congestion.png
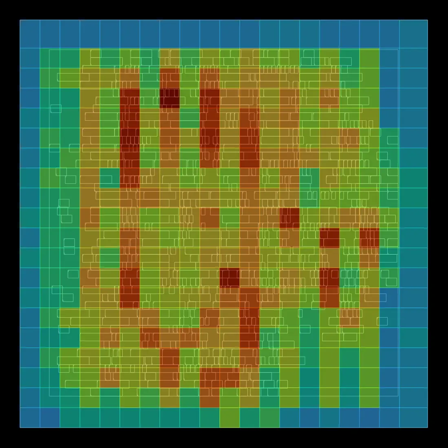
layer_met3.png
Cells faint in the background.
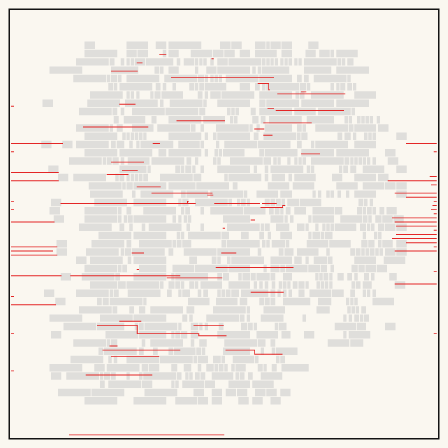
layer_met4.png
Bar = 50 microns. Supply wires on this layer in gray.
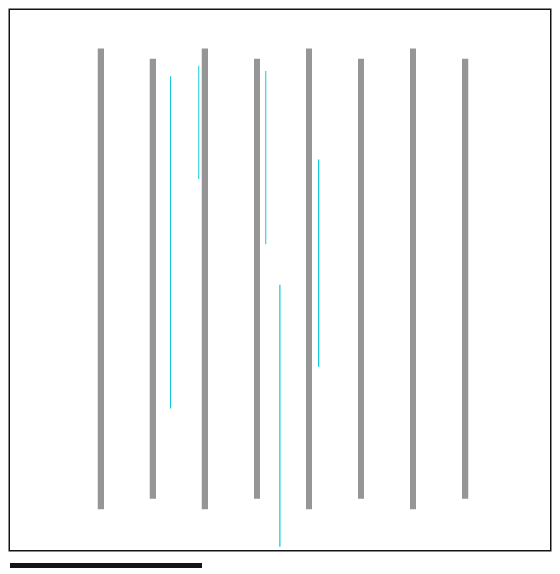
<file path="src/rtl/ip_request_ctrl_pkg.sv">
// Shared router definitions: output-port encodings, grant indexing and the
// input-port request FSM states.
package ip_request_ctrl_pkg;

    localparam int COORD_W_DEF = 3;

    typedef enum logic [2:0] {
        PORT_N    = 3'd0,
        PORT_S    = 3'd1,
        PORT_W    = 3'd2,
        PORT_E    = 3'd3,
        PORT_L    = 3'd4,
        PORT_NONE = 3'd7
    } port_e;

    typedef enum logic [1:0] {
        IDLE,
        REQUEST,
        SEND
    } ip_state_e;

    // Grant/change_order vectors are indexed N=4, S=3, W=2, E=1, L=0.
    function automatic logic [2:0] port_to_idx(port_e p);
        logic [2:0] idx;
        case (p)
            PORT_N:  idx = 3'd4;
            PORT_S:  idx = 3'd3;
            PORT_W:  idx = 3'd2;
            PORT_E:  idx = 3'd1;
            default: idx = 3'd0;
        endcase
        return idx;
    endfunction

    function automatic logic [4:0] port_onehot(port_e p);
        logic [4:0] vec;
        vec = 5'b00000;
        if (p inside {PORT_N, PORT_S, PORT_W, PORT_E, PORT_L}) begin
            vec[port_to_idx(p)] = 1'b1;
        end
        return vec;
    endfunction

endpackage

</file>
<file path="src/rtl/ip_request_ctrl_if.sv">
// Link/crossbar/arbiter signal bundle of one router input port.
interface ip_request_ctrl_if #(
    parameter int DATA_W = 32
);
    logic [DATA_W-1:0] data_i;
    logic              valid_i;
    logic              ready_o;
    logic [4:0]        grant_i;
    logic [2:0]        nexthop_addr_o;
    logic [DATA_W-1:0] data_o;
    logic              valid_o;
    logic [4:0]        change_order_o;
    logic              stall_o;

    modport slave (
        input  data_i, valid_i, grant_i,
        output ready_o, nexthop_addr_o, data_o, valid_o, change_order_o, stall_o
    );

    modport master (
        output data_i, valid_i, grant_i,
        input  ready_o, nexthop_addr_o, data_o, valid_o, change_order_o, stall_o
    );
endinterface

</file>
<file path="src/rtl/ip_flit_fifo.sv">
// Synchronous flit FIFO with wrap-bit pointers; head is the oldest entry.
module ip_flit_fifo #(
    parameter int DATA_W = 32,
    parameter int DEPTH  = 4
) (
    input  logic              clk,
    input  logic              reset,
    input  logic              push,
    input  logic [DATA_W-1:0] push_data,
    input  logic              pop,
    output logic              full,
    output logic              empty,
    output logic [DATA_W-1:0] head
);
    localparam int AW = $clog2(DEPTH);
    localparam logic [AW:0] PTR_ONE = {{AW{1'b0}}, 1'b1};

    logic [DATA_W-1:0] mem [DEPTH];
    logic [AW:0]       wr_ptr_q;
    logic [AW:0]       rd_ptr_q;
    logic              wr_en;
    logic              rd_en;

    // Full is judged on the registered pointers, so a same-cycle pop never frees a slot early.
    assign full  = (wr_ptr_q[AW] != rd_ptr_q[AW]) && (wr_ptr_q[AW-1:0] == rd_ptr_q[AW-1:0]);
    assign empty = (wr_ptr_q == rd_ptr_q);
    assign wr_en = push && !full;
    assign rd_en = pop && !empty;
    assign head  = mem[rd_ptr_q[AW-1:0]];

    always_ff @(posedge clk) begin
        if (reset) begin
            wr_ptr_q <= '0;
            rd_ptr_q <= '0;
        end else begin
            if (wr_en) wr_ptr_q <= wr_ptr_q + PTR_ONE;
            if (rd_en) rd_ptr_q <= rd_ptr_q + PTR_ONE;
        end
    end

    always_ff @(posedge clk) begin
        if (wr_en) mem[wr_ptr_q[AW-1:0]] <= push_data;
    end

endmodule

</file>
<file path="src/rtl/ip_request_ctrl.sv">
// Router input port: buffers flits, XY-routes the head flit, requests the
// chosen output port and forwards the flit to the crossbar once granted.
module ip_request_ctrl
    import ip_request_ctrl_pkg::*;
#(
    parameter int DATA_W      = 32,
    parameter int COORD_W     = COORD_W_DEF,
    parameter int DEPTH       = 4,
    parameter int MY_X        = 0,
    parameter int MY_Y        = 0,
    parameter int STALL_LIMIT = 15
) (
    input  logic                clk,
    input  logic                reset,
    ip_request_ctrl_if.slave    bus
);
    localparam int CW = $clog2(STALL_LIMIT + 1);
    localparam logic [CW-1:0]      LIMIT_C = CW'(STALL_LIMIT);
    localparam logic [CW-1:0]      CNT_ONE = CW'(1);
    localparam logic [COORD_W-1:0] MY_X_C  = COORD_W'(MY_X);
    localparam logic [COORD_W-1:0] MY_Y_C  = COORD_W'(MY_Y);

    logic              fifo_full;
    logic              fifo_empty;
    logic [DATA_W-1:0] fifo_head;
    logic              push;
    logic              pop;

    logic [COORD_W-1:0] dest_x;
    logic [COORD_W-1:0] dest_y;
    port_e              route_calc;

    ip_state_e         state_q, state_d;
    port_e             route_q, route_d;
    logic              grant_hit;
    logic [CW-1:0]     stall_cnt_q, stall_cnt_d;

    logic [2:0]        nexthop_q;
    logic              valid_q;
    logic [DATA_W-1:0] data_q;
    logic [4:0]        change_order_q;

    assign push = bus.valid_i && !fifo_full;
    assign pop  = (state_q == SEND);

    ip_flit_fifo #(
        .DATA_W (DATA_W),
        .DEPTH  (DEPTH)
    ) u_fifo (
        .clk       (clk),
        .reset     (reset),
        .push      (push),
        .push_data (bus.data_i),
        .pop       (pop),
        .full      (fifo_full),
        .empty     (fifo_empty),
        .head      (fifo_head)
    );

    assign dest_x = fifo_head[DATA_W-1 -: COORD_W];
    assign dest_y = fifo_head[DATA_W-1-COORD_W -: COORD_W];

    // Dimension-ordered routing: resolve X first, then Y.
    always_comb begin
        route_calc = PORT_L;
        if (dest_x > MY_X_C)      route_calc = PORT_E;
        else if (dest_x < MY_X_C) route_calc = PORT_W;
        else if (dest_y > MY_Y_C) route_calc = PORT_N;
        else if (dest_y < MY_Y_C) route_calc = PORT_S;
    end

    assign grant_hit = |(bus.grant_i & port_onehot(route_q));

    always_comb begin
        state_d     = state_q;
        route_d     = route_q;
        stall_cnt_d = stall_cnt_q;
        case (state_q)
            IDLE: begin
                if (!fifo_empty) begin
                    route_d = route_calc;
                    state_d = REQUEST;
                end
            end
            REQUEST: begin
                if (grant_hit) begin
                    state_d     = SEND;
                    stall_cnt_d = '0;
                end else if (stall_cnt_q != LIMIT_C) begin
                    stall_cnt_d = stall_cnt_q + CNT_ONE;
                end
            end
            SEND: begin
                state_d     = IDLE;
                stall_cnt_d = '0;
            end
            default: state_d = IDLE;
        endcase
    end

    // Outputs are registered decodes of the next state, so grant_i never reaches a port combinationally.
    always_ff @(posedge clk) begin
        if (reset) begin
            state_q        <= IDLE;
            route_q        <= PORT_NONE;
            stall_cnt_q    <= '0;
            nexthop_q      <= PORT_NONE;
            valid_q        <= 1'b0;
            data_q         <= '0;
            change_order_q <= 5'b00000;
        end else begin
            state_q        <= state_d;
            route_q        <= route_d;
            stall_cnt_q    <= stall_cnt_d;
            nexthop_q      <= (state_d == REQUEST) ? route_d : PORT_NONE;
            valid_q        <= (state_d == SEND);
            change_order_q <= (state_d == SEND) ? port_onehot(route_q) : 5'b00000;
            if (state_d == SEND) data_q <= fifo_head;
        end
    end

    assign bus.ready_o        = !fifo_full;
    assign bus.nexthop_addr_o = nexthop_q;
    assign bus.valid_o        = valid_q;
    assign bus.data_o         = data_q;
    assign bus.change_order_o = change_order_q;
    assign bus.stall_o        = (stall_cnt_q == LIMIT_C);

endmodule

</file>
<file path="src/flat_wrapper.sv">
// flat-port wrapper written by rule: the top's interface ports become plain ports
module ip_request_ctrl_flat import ip_request_ctrl_pkg::*;
#(
    parameter int DATA_W      = 32,
    parameter int COORD_W     = COORD_W_DEF,
    parameter int DEPTH       = 4,
    parameter int MY_X        = 0,
    parameter int MY_Y        = 0,
    parameter int STALL_LIMIT = 15
)
  (clk, reset, bus_data_i, bus_valid_i, bus_grant_i, bus_ready_o, bus_nexthop_addr_o, bus_data_o, bus_valid_o, bus_change_order_o, bus_stall_o);
  ip_request_ctrl_if #(.DATA_W(DATA_W)) bus_i ();
  input  logic clk;
  input  logic reset;
  input wire logic [$bits(bus_i.data_i)-1:0] bus_data_i;
  input wire logic [$bits(bus_i.valid_i)-1:0] bus_valid_i;
  input wire logic [$bits(bus_i.grant_i)-1:0] bus_grant_i;
  output wire logic [$bits(bus_i.ready_o)-1:0] bus_ready_o;
  output wire logic [$bits(bus_i.nexthop_addr_o)-1:0] bus_nexthop_addr_o;
  output wire logic [$bits(bus_i.data_o)-1:0] bus_data_o;
  output wire logic [$bits(bus_i.valid_o)-1:0] bus_valid_o;
  output wire logic [$bits(bus_i.change_order_o)-1:0] bus_change_order_o;
  output wire logic [$bits(bus_i.stall_o)-1:0] bus_stall_o;
  assign bus_i.data_i = bus_data_i;
  assign bus_i.valid_i = bus_valid_i;
  assign bus_i.grant_i = bus_grant_i;
  assign bus_ready_o = bus_i.ready_o;
  assign bus_nexthop_addr_o = bus_i.nexthop_addr_o;
  assign bus_data_o = bus_i.data_o;
  assign bus_valid_o = bus_i.valid_o;
  assign bus_change_order_o = bus_i.change_order_o;
  assign bus_stall_o = bus_i.stall_o;
  ip_request_ctrl #(.DATA_W(DATA_W), .COORD_W(COORD_W), .DEPTH(DEPTH), .MY_X(MY_X), .MY_Y(MY_Y), .STALL_LIMIT(STALL_LIMIT)) u_core (.clk(clk), .reset(reset), .bus(bus_i));
endmodule
</file>
<file path="config.mk">
export PLATFORM = sky130hd
export DESIGN_NAME = ip_request_ctrl_flat
export DESIGN_NICKNAME = d
export VERILOG_FILES = /design/src/rtl/ip_request_ctrl_pkg.sv /design/src/rtl/ip_request_ctrl_if.sv /design/src/rtl/ip_flit_fifo.sv /design/src/rtl/ip_request_ctrl.sv /design/src/flat_wrapper.sv
export SDC_FILE = /design/constraint.sdc
export NUM_CORES = 1
export LEC_CHECK = 0
export ABC_AREA = 1
export CORE_MARGIN = 10
export CORE_UTILIZATION = 50
export DETAILED_ROUTE_END_ITERATION = 10
export PLACE_DENSITY_LB_ADDON = 0.3
export SYNTH_ARGS = -nofsm -noshare
export SYNTH_HDL_FRONTEND = slang
export SYNTH_SLANG_ARGS = --single-unit
</file>
<file path="constraint.sdc">
create_clock -name clk -period 2.9 [get_ports clk]
set_clock_uncertainty 0.2 [all_clocks]
set_input_delay 0.435 -clock clk [delete_from_list [all_inputs] [get_ports clk]]
set_output_delay 0.435 -clock clk [all_outputs]
set_load 0.01 [all_outputs]
</file>
==> impl_metrics.csv <==
group,metric,value,unit
worst_setup_path,cp.required,2270,ps
drt,drtPass1Iterations,4,
job,warning_count,31,
final_layout,area_growth,21.7,%
logic_synthesis,edf_count,128,
sta,post-route-min-period,2410,ps
sta,fin_crit_sh,83.2,%
clocking,cts_tree,"built",
sta,finalSetupViolCount,0,
sta,finalHoldViolCount,0,
floorplan,fp.dieH,141,microns
logic_synthesis,topCellsByArea,"edfxtp_1, dfxtp_1, nor2_1",
logic_synthesis,synth.cellmix.compoundShare,8.71,%
sta,rsz0062_at_grt,"false",
logic_synthesis,syn-cell-area,7300,sq um
final_layout,diodes,0,
drt,route.detailed.drc,0,
clocking,cts_hold_buf,0,
floorplan,ioPinCount,83,
sta,slew_violations,0,
worst_setup_path,critPathArrivalTime,1780,ps
drt,wl_per_cell,16.1,microns
logic_synthesis,yosysWarnings,0,
logic_synthesis,yosys-stat-cells,673,
clocking,ctsResizeCount,0,
worst_hold_path,hold_class,"flop to flop",
logic_synthesis,ys_sh_adder,1.54,%
logic_synthesis,synth.distinct_cells,27,
logic_synthesis,synth.area.mux_share,0,%
outcome,status,"finished, final reports clean",
power_and_ir_drop,p_per_area,674,nW/um^2
grt,grt_pass1_wl,25000,microns
drt,viasPerCell,5.17,
placement,dpl.hpwl,9580,microns
logic_synthesis,top_cell_area_share,52.7,%
clocking,cts_buffers,17,
sta,worst_slew_pin_slew,639,ps
logic_synthesis,floorplan.nets,722,
floorplan,num_rows,44,
power_and_ir_drop,ir_drop,0.436,mV
logic_synthesis,ys_sh_xor,0.480,%
final_layout,nNetsFinal,803,
worst_setup_path,worst_setup_path_end_kind,"output pin",
grt,antenna_found_initial,0,
clocking,clock-root-buffer,"clkbuf_16",
logic_synthesis,yosys-top-cells-count,"edfxtp_1, nor2_1, nand2_1",
worst_setup_path,worst_setup_path_start_kind,"flop",
worst_setup_path,crit_type,"flop to output pin",
floorplan,die_w,141,microns
clocking,clock_path_buffers,2,
Notes on congestion.png above:
Final Util: 61.6%
gr busiest metal: met2
gr usage total: 15.8%
grt met3 use: 4.23%
met1 GRT Util: 18.2%

Notes on layer_met3.png above:
- nets with wire on the layer: 64
- longest straight run: 50.8 microns
- wire length on this layer: 899 microns
Routed WL: 15300 microns
Vias: 4912

Notes on layer_met4.png above:
- main direction: vertical
- longest straight run: 86.4 microns
- wire length on this layer: 282 microns
- share of all routed wire: 1.8%
- nets with wire on the layer: 4

cells by family after synthesis:
logic type	after synthesis
DFF	186
xor gates and xnor gates	4
adders and majority gates	9
and+or+nand+nor	277
AOI/OAI and AO/OA	118
buffers and inverters	79
through the flow:
stage	worst slack [ps]	util (%)	std cells	total power, uW	hold slack, ps
floorplan	36.2	-	673	3640	243
global placement	379	57.9	919	3900	264
detailed placement	328	57.9	919	3940	269
CTS	448	61.6	951	6030	284
global route	368	61.6	951	6250	311
finish	487	61.6	951	5980	283
routing by layer:
metal	share of wire (%)	vias to the layer above
li1	-	2454
met1	41	2314
met2	51	129
met3	5.9	15
met4	1.8	0
met5	0	-
cell usage in the layout (no fill, tap or decap), types with 16 or more instances in the layout:
master           synthesis  final
edfxtp_1               128    128
nor2_1                 126    122
nand2_1                103    103
clkdlybuf4s50_1          0     82
o21ai_0                 65     65
dfxtp_1                 58     57
inv_1                   43     43
o22ai_1                 27     27
a21oi_1                 22     22
clkbuf_16                0     17
nand3_1                 16     16
where the power goes:
| part | switching, uW | internal (uW) |
|---|---|---|
| clock | 933 | 1170 |
| combinational | 469 | 323 |
| sequential | 77.0 | 3010 |
final timing paths:
path                            to  cells past startpoint
max                    bus_stall_o                      4
min          u_core.bus.data_o[11]                      2
max reg2reg   u_core.bus.data_o[5]                     11
min reg2reg  u_core.bus.data_o[11]                      2
cell type report:
cell class	instances	area, sq um
fill	1166	5540
sequential	186	5010
multi-input combinational	408	1970
timing repair buffer	95	968
clock buffer	20	437
tap	184	230
inverter	46	173
clock inverter	12	100
registers in the layout (all words and copies together), names as in the netlist, named ones only:
register / count
u_core.bus.nexthop_addr_o: 3
u_core.state_q: 2
u_core.u_fifo.rd_ptr_q: 3
u_core.u_fifo.mem: 128
u_core.bus.data_o: 32
u_core.stall_cnt_q: 4
u_core.bus.change_order_o: 5
u_core.route_q: 3
u_core.bus.valid_o: 1
u_core.u_fifo.wr_ptr_q: 3
tightest hold or removal path, stage by stage (launching register included):
cell and delay, ps:
dfxtp_1 330, a21oi_1 40, nor2_1 80
Power is estimated from default activity; no workload was simulated.
